Design tdc_measure_ctrl, sky130hd; sources not shown.
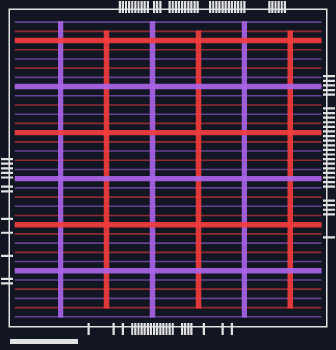
Figure 1: run 1, PDN straps and rails.
Scale bar: 20 um. Pins as bars on the die edge.
Key: purple = VSS; red = VDD
6 straps on met5. The core has 32 rows. 6 straps on met4. 33 met1 rails follow the rows. 105 signal pins sit on the boundary.
die width: 93.3 um
core area: 7890 um^2
chip height: 93.3 um
IR drop worst, VDD: 72.8 uV

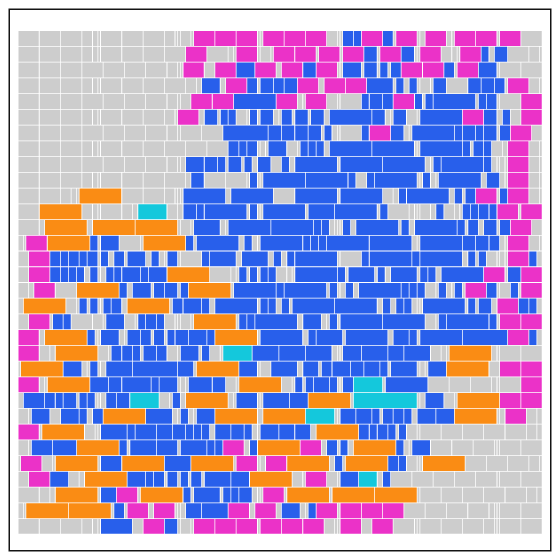
Figure 2: run 1, placed cells, one color a class.
Fill, decap, tap and diode cells in gray.
Key: magenta = remaining buffers and delay cells [cells 104, share of their area 20%]; orange = registers [cells 49, share of their area 19%]; cyan = clock drivers and dummy loads [cells 7, share of their area 2.0%]; blue = remaining logic cells [cells 400, share of their area 60%]
final design utilization: 0.684
sequential cell area share: 0.182
final instance area: 5400 um^2
FP Rows: 32

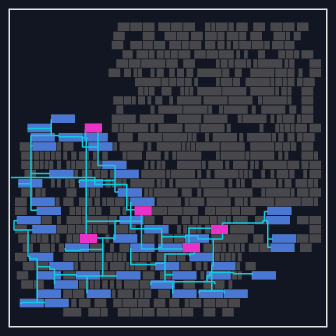
Figure 3: run 1, clock wires, drivers and flops.
Key: blue = flip-flops [count 49]; cyan = clock wires [length 536 um]; magenta = clock-net drivers [count 5]
There are 6 routed clock nets.
clk latency late pin: 0.31 ns
Clock power frac: 0.357

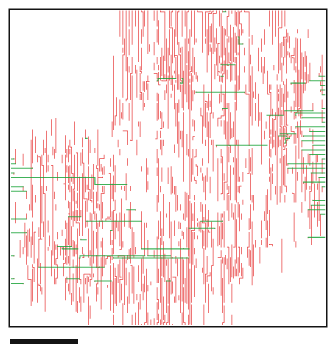
Figure 4: run 1, routed metal, one color a layer.
Scale bar: 20 um. Two of the layers only.
Key: green = M3 [wire length 400 um]; red = M2 [wire length 4,980 um]
gr usage total: 0.227
wire length per cell: 14.5 um
WL final: 9580 um

==> flow_summary.json, run 1 <==
{
  "status": "finished, final reports clean",
  "arrival_ns": 8.64,
  "worst_slew_pin_slew_ns": 0.781,
  "grt_pass1_wl_um": 15700,
  "syn-cell-area_um2": 4170,
  "numCtsBuffers": 5,
  "critical_path.top_delay_family": "adder cells",
  "setup_viol": 0,
  "cp_slowest_cell": "fa_1",
  "finalHoldViolCount": 0,
  "topCellsByArea": "fa_1, dfxtp_1, inv_1",
  "htreeDepth": 2,
  "rsz0062_at_grt": "false",
  "seq_power_share": 0.495,
  "cellLeakagePower_nw": 2.31,
  "syn_inst": 456,
  "yosys-stat-cells": 456,
  "syn_avg_cell_area_um2": 9.15,
  "cts.sinks": 49,
  "tns_ns": 0,
  "drv_cap": 0,
  "fin_hold_ws_ns": 0.418,
  "crit_top_cell": "fa_1",
  "ys_warn_count": 0,
  "synth_nets": 602,
  "crit_type": "in2reg",
  "final_cell_mix": "clkdlybuf4s50_1, inv_1, fa_1",
  "cpPeakStageDelay_ns": 0.55,
  "clk_path_buf_depth": 2,
  "async_reset_ff_frac": 0,
  "clock-root-buffer": "clkbuf_8",
  "place_hpwl_um": 7950,
  "ys_area_um2": 4170,
  "worstPathRequired_ns": 10.01,
  "syn2layout_area_growth_pct": 29.4,
  "pin_count": 105,
  "edf_count": 0,
  "slew_headroom": 0.477,
  "power_frac_comb": 0.148,
  "drive_gt1_frac": 0.0446,
  "antenna_cells": 0,
  "dr.pass1.iters": 4,
  "first_global_vias": 3508,
  "ys_ff": 49,
  "layout.nets": 706,
  "hold_path_class": "reg2reg"
}
[run 1: metal layers]
metal | part of all wire | up-vias | GRT usage
li1 | - | 1709 | -
met1 | 0.43 | 1726 | 0.297
met2 | 0.52 | 94 | 0.398
met3 | 0.042 | 15 | 0.0341
met4 | 0.0097 | 0 | 0.0449
met5 | 0 | - | 0
[run 1: power groups by stage]
stage	Combinational (mW)	Sequential [mW]	Clock (mW)
after floorplan	0.0201	0.204	0
after global placement	0.0576	0.203	0
after detailed placement	0.0589	0.203	0
after CTS	0.0594	0.199	0.144
after global routing	0.0645	0.199	0.154
final	0.0596	0.199	0.143
[run 1: Yosys cell counts (2+ instances only)]
cell       n
or3_1      2
o21ai_0    3
ha_1      22
inv_1     76
and4_1     6
and2_1     7
a22o_2     4
nand3_1   25
and4bb_2   2
xnor2_1   11
nand2_1   39
buf_6      2
and3_1    21
nor4_4     3
nor2_1    41
dfxtp_1   49
nand4_1   11
a22o_1    12
nor4_1     3
nor3_1    16
a21o_1     3
xor2_1     5
nor3b_1    2
a21oi_1    8
a211oi_1   4
nand2b_1   2
clkbuf_1   4
fa_1      53
[run 1: layout make-up]
cell class	count	area [um^2]
multi-input cells	324	2850
fillers	556	2490
repair buffers	104	1040
flip-flops and latches	49	981
inverters	76	285
well taps	102	128
clock buffers	5	68.8
clock inverters	2	38.8
[run 1: worst register-to-register path: cells and delay by family, from the launching register on]
| kind | cells | cell delay, ns |
|---|---|---|
| AND-OR/OR-AND | 1 | 0.26 |
| adder cells (fa/ha/maj) | 1 | 0.23 |
| buffers and inverters | 1 | 0.11 |
| flip-flops | 1 | 0.35 |
| AND/OR/NAND/NOR | 3 | 1.32 |
[run 1: logic make-up (layout without fill, tap and decap cells)]
family                     count (synthesis)  in the layout  synth area share
muxes                                      2              2           0.00510
xor gates and xnor gates                  16             16            0.0336
buffers and inverters                     83            187            0.0807
adders and majority gates                 75             75             0.320
AOI/OAI and AO/OA                         43             43            0.0801
DFF                                       49             49             0.235
and+or+nand+nor                          188            188             0.245
[run 1: through the flow]
step | cells | utilization | worst slack, ns | cell area (um^2)
floorplan | 456 | - | 2.05 | 4170
global placement | 655 | 0.671 | 1.20 | 5290
detailed placement | 655 | 0.671 | 1.03 | 5290
CTS | 662 | 0.684 | 1.35 | 5400
global route | 662 | 0.684 | 0.944 | 5400
finish | 662 | 0.684 | 1.37 | 5400
Figure 5. The clock network (run 1).
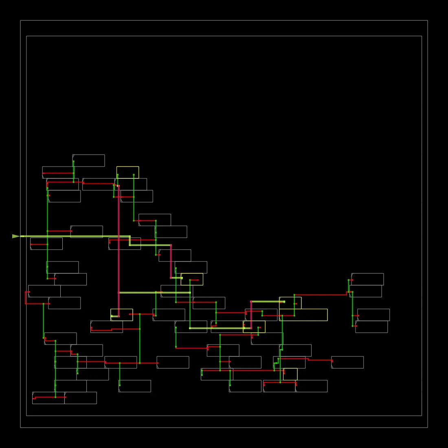

--- run 2 (diff from run 1) ---
- ABC_AREA: not set -> 1
- CORE_UTILIZATION: 50 -> 51
- PLACE_DENSITY: 0.91 -> 0.92
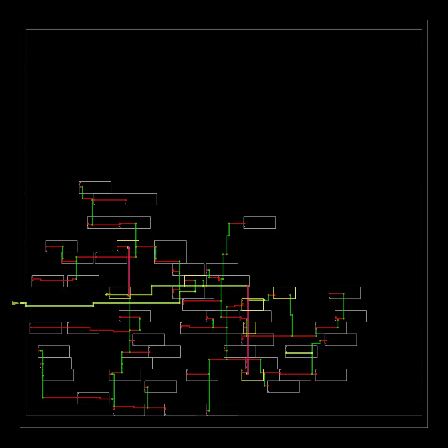
Figure 6: run 2, the clock network.
number of clock sinks: 49
Power Clock: 0.123 mW
clk latency late pin: 0.30 ns

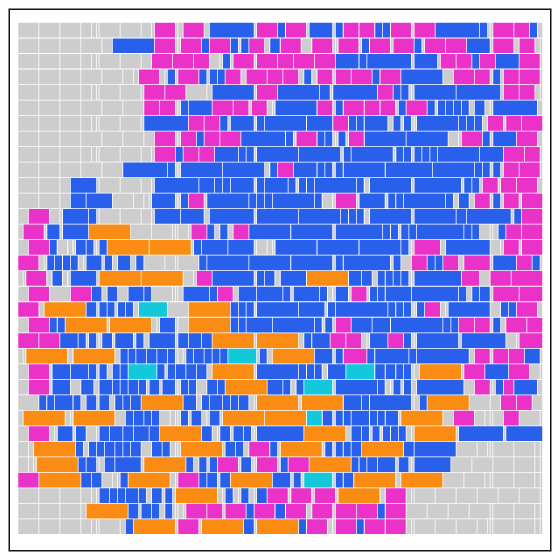
Figure 7: run 2, placed cells, one color a class.
Fill, decap, tap and diode cells in gray.
Key: blue = remaining logic cells [cells 464, share of their area 57%]; cyan = clock drivers and dummy loads [cells 7, share of their area 1.5%]; orange = registers [cells 49, share of their area 16%]; magenta = remaining buffers and delay cells [cells 176, share of their area 26%]
final design utilization: 0.767
core area: 8260 um^2

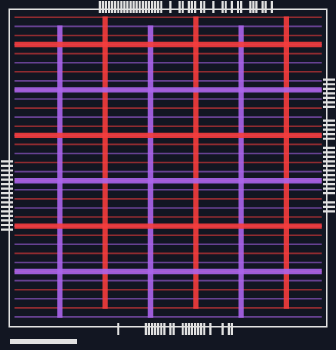
Figure 8: run 2, PDN straps and rails.
Scale bar: 20 um. Pins as bars on the die edge.
Key: red = VDD; purple = VSS
34 met1 rails follow the rows. The core has 33 rows. 105 signal pins sit on the boundary. 6 straps on met4. 6 straps on met5.
chip height: 94.7 um
die width: 94.7 um
IR drop worst, VDD: 92.1 uV

==> run 2 against run 1 <==
The run now ends with negative setup slack left; synthesized cell count grew 14%; total power grew 1.5%; critical path depth grew 24; critical path type unchanged.
==> flow_summary.json, run 2 <==
{
  "htreeDepth": 2,
  "grtUsageTotal": 0.300,
  "crit_type": "in2reg",
  "pin_count": 105,
  "layout.cells.non_filler": 801,
  "cpPeakStageDelay_ns": 0.58,
  "status": "finished with violations",
  "totalWireLength_um": 14600,
  "fin_ws_ns": -0.300,
  "placementRows": 33,
  "clock-root-buffer": "clkbuf_8",
  "wire_per_inst_um": 18.2,
  "logic_area_um2": 2980,
  "p_clk_frac": 0.301,
  "ys_top_cells_by_count": "inv_1, nand2_1, fa_1, dfxtp_1, nor2_1",
  "grt_pass1_wl_um": 20600,
  "async_reset_ff_frac": 0,
  "synth_top_cell_by_count": "inv_1",
  "syn_inst": 519,
  "setup_viol": 10,
  "ys_warn_count": 0,
  "ys_area_um2": 4380,
  "numCtsBuffers": 5,
  "ys_ff": 49,
  "violations": "negative setup slack",
  "seqCellArea_um2": 981,
  "arrival_ns": 10.35
}
## run 2: stage by stage
stage,hold slack (ns),cell area [um^2]
after detailed placement,0.410,5810
final,0.426,6330
after CTS,0.422,6090
after global routing,0.440,6330
after global placement,0.399,5810
after floorplan,0.393,4380
## run 2: cells by family after synthesis
| kind of cell | count (synthesis) | share of synthesized area |
|---|---|---|
| AND-OR/OR-AND | 67 | 0.0857 |
| XOR/XNOR | 4 | 0.00800 |
| adder cells (fa/ha/maj) | 75 | 0.305 |
| buffers and inverters | 156 | 0.134 |
| flip-flops | 49 | 0.224 |
| AND/OR/NAND/NOR | 168 | 0.243 |
## run 2: per-layer routing
metal  GRT usage  part of all wire
met1       0.334              0.34
met2       0.542              0.53
met3      0.0548             0.059
met4       0.154             0.071
met5           0                 0
## run 2: worst max-delay path: cells and delay by family
kind	cells	cell delay, ns
AOI/OAI and AO/OA	3	0.43
adders and majority gates	10	4.35
buffers and inverters	6	0.91
and+or+nand+nor	30	3.64
## run 2: power by group through the flow
stage               Combinational (mW)  Sequential [mW]  Clock (mW)
floorplan                       0.0246            0.208           0
global placement                0.0736            0.205           0
detailed placement              0.0763            0.206           0
CTS                             0.0771            0.201       0.121
global route                    0.0889            0.201       0.129
finish                          0.0840            0.201       0.123
## run 2: layout make-up
cell class | instances | share of cell area
clock buffer | 6 | 0.0130
multi-input combinational | 314 | 0.470
tap | 105 | 0.0207
inverter | 150 | 0.0889
timing repair buffer | 176 | 0.252
sequential | 49 | 0.155
clock inverter | 1 | 0.00119
## run 2: timing repair
item,CTS,global route
buffers inserted,19,16
endpoints found under the setup margin,12,12
resized,27,52
pin swaps,9,25
endpoints found under the hold margin,0,0
gates cloned,0,0
No activity file was given, so power comes from the tool's default toggle rates.
